--- config.mk ---
export PLATFORM = sky130hd
export DESIGN_NAME = auto_index_seq
export DESIGN_NICKNAME = d
export VERILOG_FILES = /design/src/rtl/auto_index_seq_pkg.sv /design/src/rtl/auto_index_seq_ptr_step.sv /design/src/rtl/auto_index_seq.sv
export SDC_FILE = /design/constraint.sdc
export NUM_CORES = 1
export LEC_CHECK = 0
export CORE_MARGIN = 3
export CORE_UTILIZATION = 45
export DETAILED_ROUTE_END_ITERATION = 10
export MAX_ROUTING_LAYER = met4
export PLACE_DENSITY = 0.72
export SLEW_MARGIN = 10
export SYNTH_ARGS = -nofsm -noshare
export SYNTH_HDL_FRONTEND = slang
export SYNTH_SLANG_ARGS = --single-unit
--- constraint.sdc ---
create_clock -name clk -period 3.8 [get_ports clk]
set_clock_uncertainty 0.05 [all_clocks]
set_input_delay 0.76 -clock clk [delete_from_list [all_inputs] [get_ports clk]]
set_output_delay 0.76 -clock clk [all_outputs]
set_load 0.005 [all_outputs]
--- src/rtl/auto_index_seq_pkg.sv ---
// Shared types for the auto-index sequencer: FSM state encoding, index modes
// and datapath widths.
package auto_index_seq_pkg;

    localparam int DATA_W = 16;
    localparam int PAGE_W = 10;

    typedef enum logic [2:0] {
        ST_IDLE  = 3'd0,
        ST_READ  = 3'd1,
        ST_CALC  = 3'd2,
        ST_WRITE = 3'd3,
        ST_DONE  = 3'd4
    } state_t;

    typedef enum logic [1:0] {
        IDX_NONE    = 2'b00,
        IDX_POSTINC = 2'b01,
        IDX_POSTDEC = 2'b10,
        IDX_PREDEC  = 2'b11
    } idx_mode_t;

    // Plain indirect leaves memory untouched, so it skips the write-back cycle.
    function automatic logic writes_back(idx_mode_t mode);
        return mode != IDX_NONE;
    endfunction

endpackage

--- src/rtl/auto_index_seq_ptr_step.sv ---
// Combinational +/-1 step for the auto-index pointer, wrapping modulo 2^16.
module ptr_step
    import auto_index_seq_pkg::*;
(
    input  logic [DATA_W-1:0] value,
    input  idx_mode_t         mode,
    output logic [DATA_W-1:0] result
);

    localparam logic [DATA_W-1:0] ONE = 1;

    always_comb begin
        result = value;
        case (mode)
            IDX_POSTINC: result = value + ONE;
            IDX_POSTDEC,
            IDX_PREDEC:  result = value - ONE;
            default:     result = value;
        endcase
    end

endmodule

--- src/rtl/auto_index_seq.sv ---
// Auto-index sequencer: reads a page-zero pointer, optionally steps it by +/-1,
// writes it back and reports the effective pointer.
module auto_index_seq
    import auto_index_seq_pkg::*;
(
    input  logic              clk,
    input  logic              nreset,
    input  logic              start,
    input  logic [DATA_W-1:0] ir,
    input  logic [1:0]        idx,
    output logic              mem_req,
    output logic              mem_we,
    output logic [DATA_W-1:0] mem_addr,
    output logic [DATA_W-1:0] mem_wdata,
    input  logic [DATA_W-1:0] mem_rdata,
    input  logic              mem_ack,
    output logic              busy,
    output logic              done,
    output logic [DATA_W-1:0] ptr
);

    state_t            state;
    state_t            next_state;
    logic [PAGE_W-1:0] page_q;
    idx_mode_t         mode_q;
    logic [DATA_W-1:0] old_q;
    logic [DATA_W-1:0] new_q;
    logic [DATA_W-1:0] ptr_q;
    logic [DATA_W-1:0] step_result;

    // The upper instruction bits belong to the upstream decoder, not this block.
    logic unused_ir_bits;
    assign unused_ir_bits = ^ir[DATA_W-1:PAGE_W];

    ptr_step u_ptr_step (
        .value  (old_q),
        .mode   (mode_q),
        .result (step_result)
    );

    always_ff @(posedge clk or negedge nreset) begin
        if (!nreset) begin
            state <= ST_IDLE;
        end else begin
            state <= next_state;
        end
    end

    always_comb begin
        next_state = state;
        mem_req    = 1'b0;
        mem_we     = 1'b0;
        busy       = 1'b1;
        done       = 1'b0;
        case (state)
            ST_IDLE: begin
                busy = 1'b0;
                if (start) begin
                    next_state = ST_READ;
                end
            end
            ST_READ: begin
                mem_req = 1'b1;
                if (mem_ack) begin
                    next_state = ST_CALC;
                end
            end
            ST_CALC: begin
                next_state = writes_back(mode_q) ? ST_WRITE : ST_DONE;
            end
            ST_WRITE: begin
                mem_req = 1'b1;
                mem_we  = 1'b1;
                if (mem_ack) begin
                    next_state = ST_DONE;
                end
            end
            ST_DONE: begin
                done       = 1'b1;
                next_state = ST_IDLE;
            end
            default: begin
                next_state = ST_IDLE;
            end
        endcase
    end

    // Operands are latched at start so later ir/idx changes cannot disturb the bus.
    // In CALC with plain indirect new_q is stale, but ptr then takes old_q anyway.
    always_ff @(posedge clk or negedge nreset) begin
        if (!nreset) begin
            page_q <= '0;
            mode_q <= IDX_NONE;
            old_q  <= '0;
            new_q  <= '0;
            ptr_q  <= '0;
        end else begin
            if (state == ST_IDLE && start) begin
                page_q <= ir[PAGE_W-1:0];
                mode_q <= idx_mode_t'(idx);
            end
            if (state == ST_READ && mem_ack) begin
                old_q <= mem_rdata;
            end
            if (state == ST_CALC) begin
                new_q <= step_result;
            end
            if (next_state == ST_DONE && state != ST_DONE) begin
                ptr_q <= (mode_q == IDX_PREDEC) ? new_q : old_q;
            end
        end
    end

    assign mem_addr  = {{(DATA_W-PAGE_W){1'b0}}, page_q};
    assign mem_wdata = new_q;
    assign ptr       = ptr_q;

endmodule

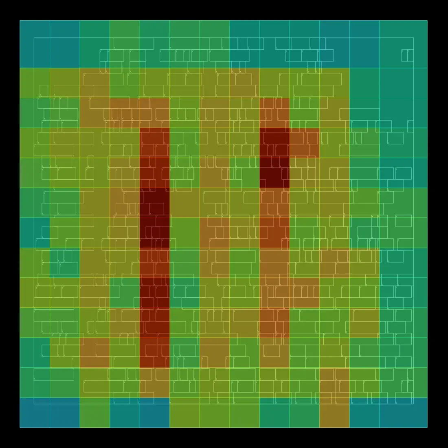
Fig. 1. Congestion heat map.
met1 GRT Util: 0.262
Routed WL per cell: 15.0 um
GR peak layer: met2
GRT Overall Usage: 0.203

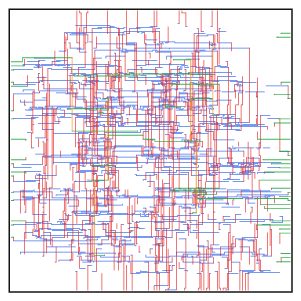
Fig. 2. Metal layers overlaid.
Scale: 3 px per um.
- green: met3 (wire length 442 um)
- blue: met1 (wire length 3710 um)
- orange: met4 (wire length 151 um)
- red: met2 (wire length 3660 um)
final WL: 7960 um
DR vias: 2813

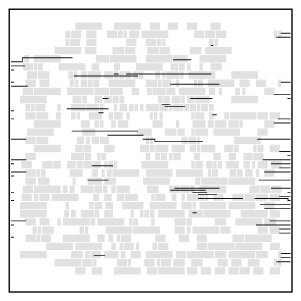
Fig. 3. Met3 routing.
Scale: 3 px per um. Cells faint in the background.
- main direction: horizontal
- share of all routed wire: 5.6%
- nets with wire on the layer: 60
- longest straight run: 28.1 um
- wire length on this layer: 442 um
GR Util met3: 0.0393

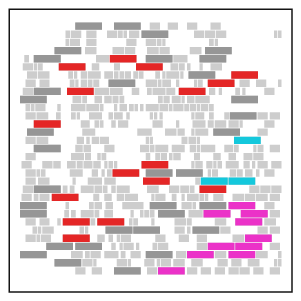
Fig. 4. Sequential cells grouped by signal name.
Scale: 3 px per um.
- cyan: state (sequential cells 3)
- red: mem_wdata (sequential cells 16)
- magenta: page_q (sequential cells 10; where lower right)
sequential cell area: 1580 um^2
fraction of area in registers: 0.350
post-layout util: 0.611

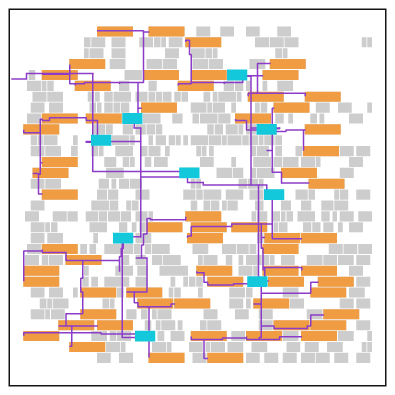
Fig. 5. Routed clock nets over the placement.
Scale: 4 px per um.
- orange: flip-flops (count 63)
- cyan: cells driving clock nets (count 9)
- purple: clock wires (length 860 um)
- routed clock nets: 10
- flops lie: widely spread
P_clk: 0.518 mW
Clk Latency, worst-skew pair: 360 ps
Clock power frac: 0.116

==> flow_summary.json <==
{
  "yosysTopAreaCellShare": 0.455,
  "layout.nets": 480,
  "reg2reg_slack_ps": 870,
  "ys.flop_type": "dfrtp_1",
  "endpoint_kind": "flip-flop",
  "finalHoldViolCount": 0,
  "ir_worst_vdd_v": 0.000444,
  "antenna_left": 0,
  "lay_top_count": "clkdlybuf4s50_1",
  "io_buffer_count": 77,
  "yosys_cells": 346,
  "num_rows": 31,
  "critPathLaunch": "mode_q[1]",
  "cts_tree": "built",
  "synth_warnings": 0,
  "initCoreUtil": 0.470,
  "ys_sh_simple": 0.123,
  "wl_met1_um": 3710,
  "startpoint_type": "flip-flop",
  "synth_area_um2": 3470,
  "wl_met3_um": 441,
  "area_delta_synth_final_pct": 29.9,
  "avgSynthCellArea_um2": 10.0,
  "topRoutingLayerUsed": "met4",
  "coreArea_um2": 7370,
  "largest_area_cell": "dfrtp_1",
  "dp_hpwl_um": 5660,
  "die_y_um": 93.8,
  "grt_pass1_wl_um": 13700,
  "htree_num_levels": 3,
  "chipWidth_um": 93.8,
  "grt_overflow": 0,
  "ys_area_um2": 3470,
  "lay_top_cells": "clkdlybuf4s50_1 (76), dfrtp_1 (63), nor2_1 (38)",
  "status": "finished, final reports clean",
  "max_cap_violations": 0,
  "vias_per_cell": 5.32,
  "crit_required_ps": 4030,
  "fmax_mhz": 341,
  "cts_setup_buffers": 0,
  "hold_ws_ps": 388,
  "ys_types": 52,
  "drt-initial-drc-count": 126,
  "cts_hold_buf": 0,
  "edf_count": 0,
  "r2r_cells": 9,
  "synthAdderAreaFrac": 0.0635,
  "antenna_found_initial": 0,
  "critical_path_class": "reg -> reg",
  "wl_met2_um": 3660,
  "n_antenna_cell": 0,
  "top_logic_kind": "AND-OR/OR-AND gates",
  "placed_cells": 513,
  "cts_resized": 0,
  "firstDrtPassIters": 4,
  "topCellsByArea": "dfrtp_1 (45%), mux2_2 (7.1%), ha_1 (5.8%), a21oi_1 (4.6%), mux2i_1 (4.6%)",
  "routabilityCongestion": 0.878,
  "worstReg2RegEnd": "mem_wdata[12]",
  "slew_headroom": 0.307,
  "critPathArrivalTime_ps": 3160,
  "first_global_vias": 2851,
  "slew_violations": 0,
  "synth_cells": 346,
  "xor_area_frac": 0.0227,
  "hp-class": "in -> async",
  "cts-root-buf": "clkbuf_8",
  "fin_setup_tns_ps": 0,
  "warning_count": 34,
  "async_flop_share": 1.00,
  "setup_violations": 0,
  "finalCritPeriodShare": 0.772,
  "drive_gt1_frac": 0.133,
  "rsz0062_at_grt": "false",
  "ys_ff": 63,
  "fin_crit_ps": 2930,
  "grt.met2_usage": 0.318,
  "io_pins": 90,
  "cp-endpoint": "mem_wdata[12]",
  "r2r_start": "mode_q[1]",
  "tightest_slew_ps": 1040,
  "top_cells_by_count": "dfrtp_1 (63), nor2_1 (39), a21oi_1 (32)",
  "synth_compound_gate_area_share": 0.166,
  "powerDensity_nw_per_um2": 988,
  "mux_share": 0.131,
  "ys_seq_share": 0.455,
  "instances_no_fill": 529,
  "post-route-drc-count": 0,
  "clk_pin_slew_ps": 80,
  "die-area_um2": 8790,
  "cp_max_fo": 15,
  "cts_buffers": 9,
  "leakage_nw": 2.01,
  "clock_sinks": 63,
  "clock_path_buffers": 2,
  "grt_max_degree": 35,
  "yosysMostFrequentCell": "dfrtp_1"
}
worst max-delay path: stages, from the launching register on:
cell      delay [ps]
dfrtp_1          720
inv_1            150
fa_1             410
and2b_1          230
o21a_1           130
o211ai_1         130
a31oi_1          460
nand3_1          140
mux2_1           330
o21ai_1          110
worst min-delay path by stage:
stage | slack (ps) | cells after the start | end | start
after floorplan | 410 | 0 | mem_wdata[0] | nreset
after global placement | 420 | 1 | page_q[3] | page_q[3]
after detailed placement | 440 | 1 | page_q[4] | page_q[4]
after CTS | 410 | 1 | ptr[3] | nreset
after global routing | 440 | 1 | ptr[3] | nreset
final | 390 | 1 | ptr[3] | nreset
registers in the layout, summed over array words and instances (netlist names):
signal,flops
mem_wdata,16
mode_q,2
old_q,16
page_q,10
ptr,16
state,3
kinds of logic after synthesis:
logic type | count (synthesis)
and+or+nand+nor | 96
other | 1
xor gates and xnor gates | 9
adders and majority gates | 17
buffers and inverters | 27
AOI/OAI and AO/OA | 91
muxes | 42
DFF | 63
through the flow:
step | area, um^2 | util | power (mW) | setup WS, ps
after floorplan | 3480 | - | 3.00 | 1010
after global placement | 4330 | 0.587 | 3.89 | 957
after detailed placement | 4330 | 0.587 | 3.94 | 920
after CTS | 4500 | 0.611 | 4.48 | 860
after global routing | 4500 | 0.611 | 4.88 | 650
final | 4500 | 0.611 | 4.45 | 867
area by class of cell:
class	count	area, um^2
tap	99	124
fill	637	2870
clock inverter	7	50.0
inverter	6	22.5
timing repair buffer	84	818
clock buffer	9	124
multi-input combinational	261	1790
sequential	63	1580
where the power goes:
group	internal, mW	total [mW]	switching, mW
registers	1.01	1.29	0.283
logic	1.36	2.63	1.27
clock network	0.235	0.518	0.282
total	2.61	4.45	1.84
No activity file was given, so power comes from the tool's default toggle rates.
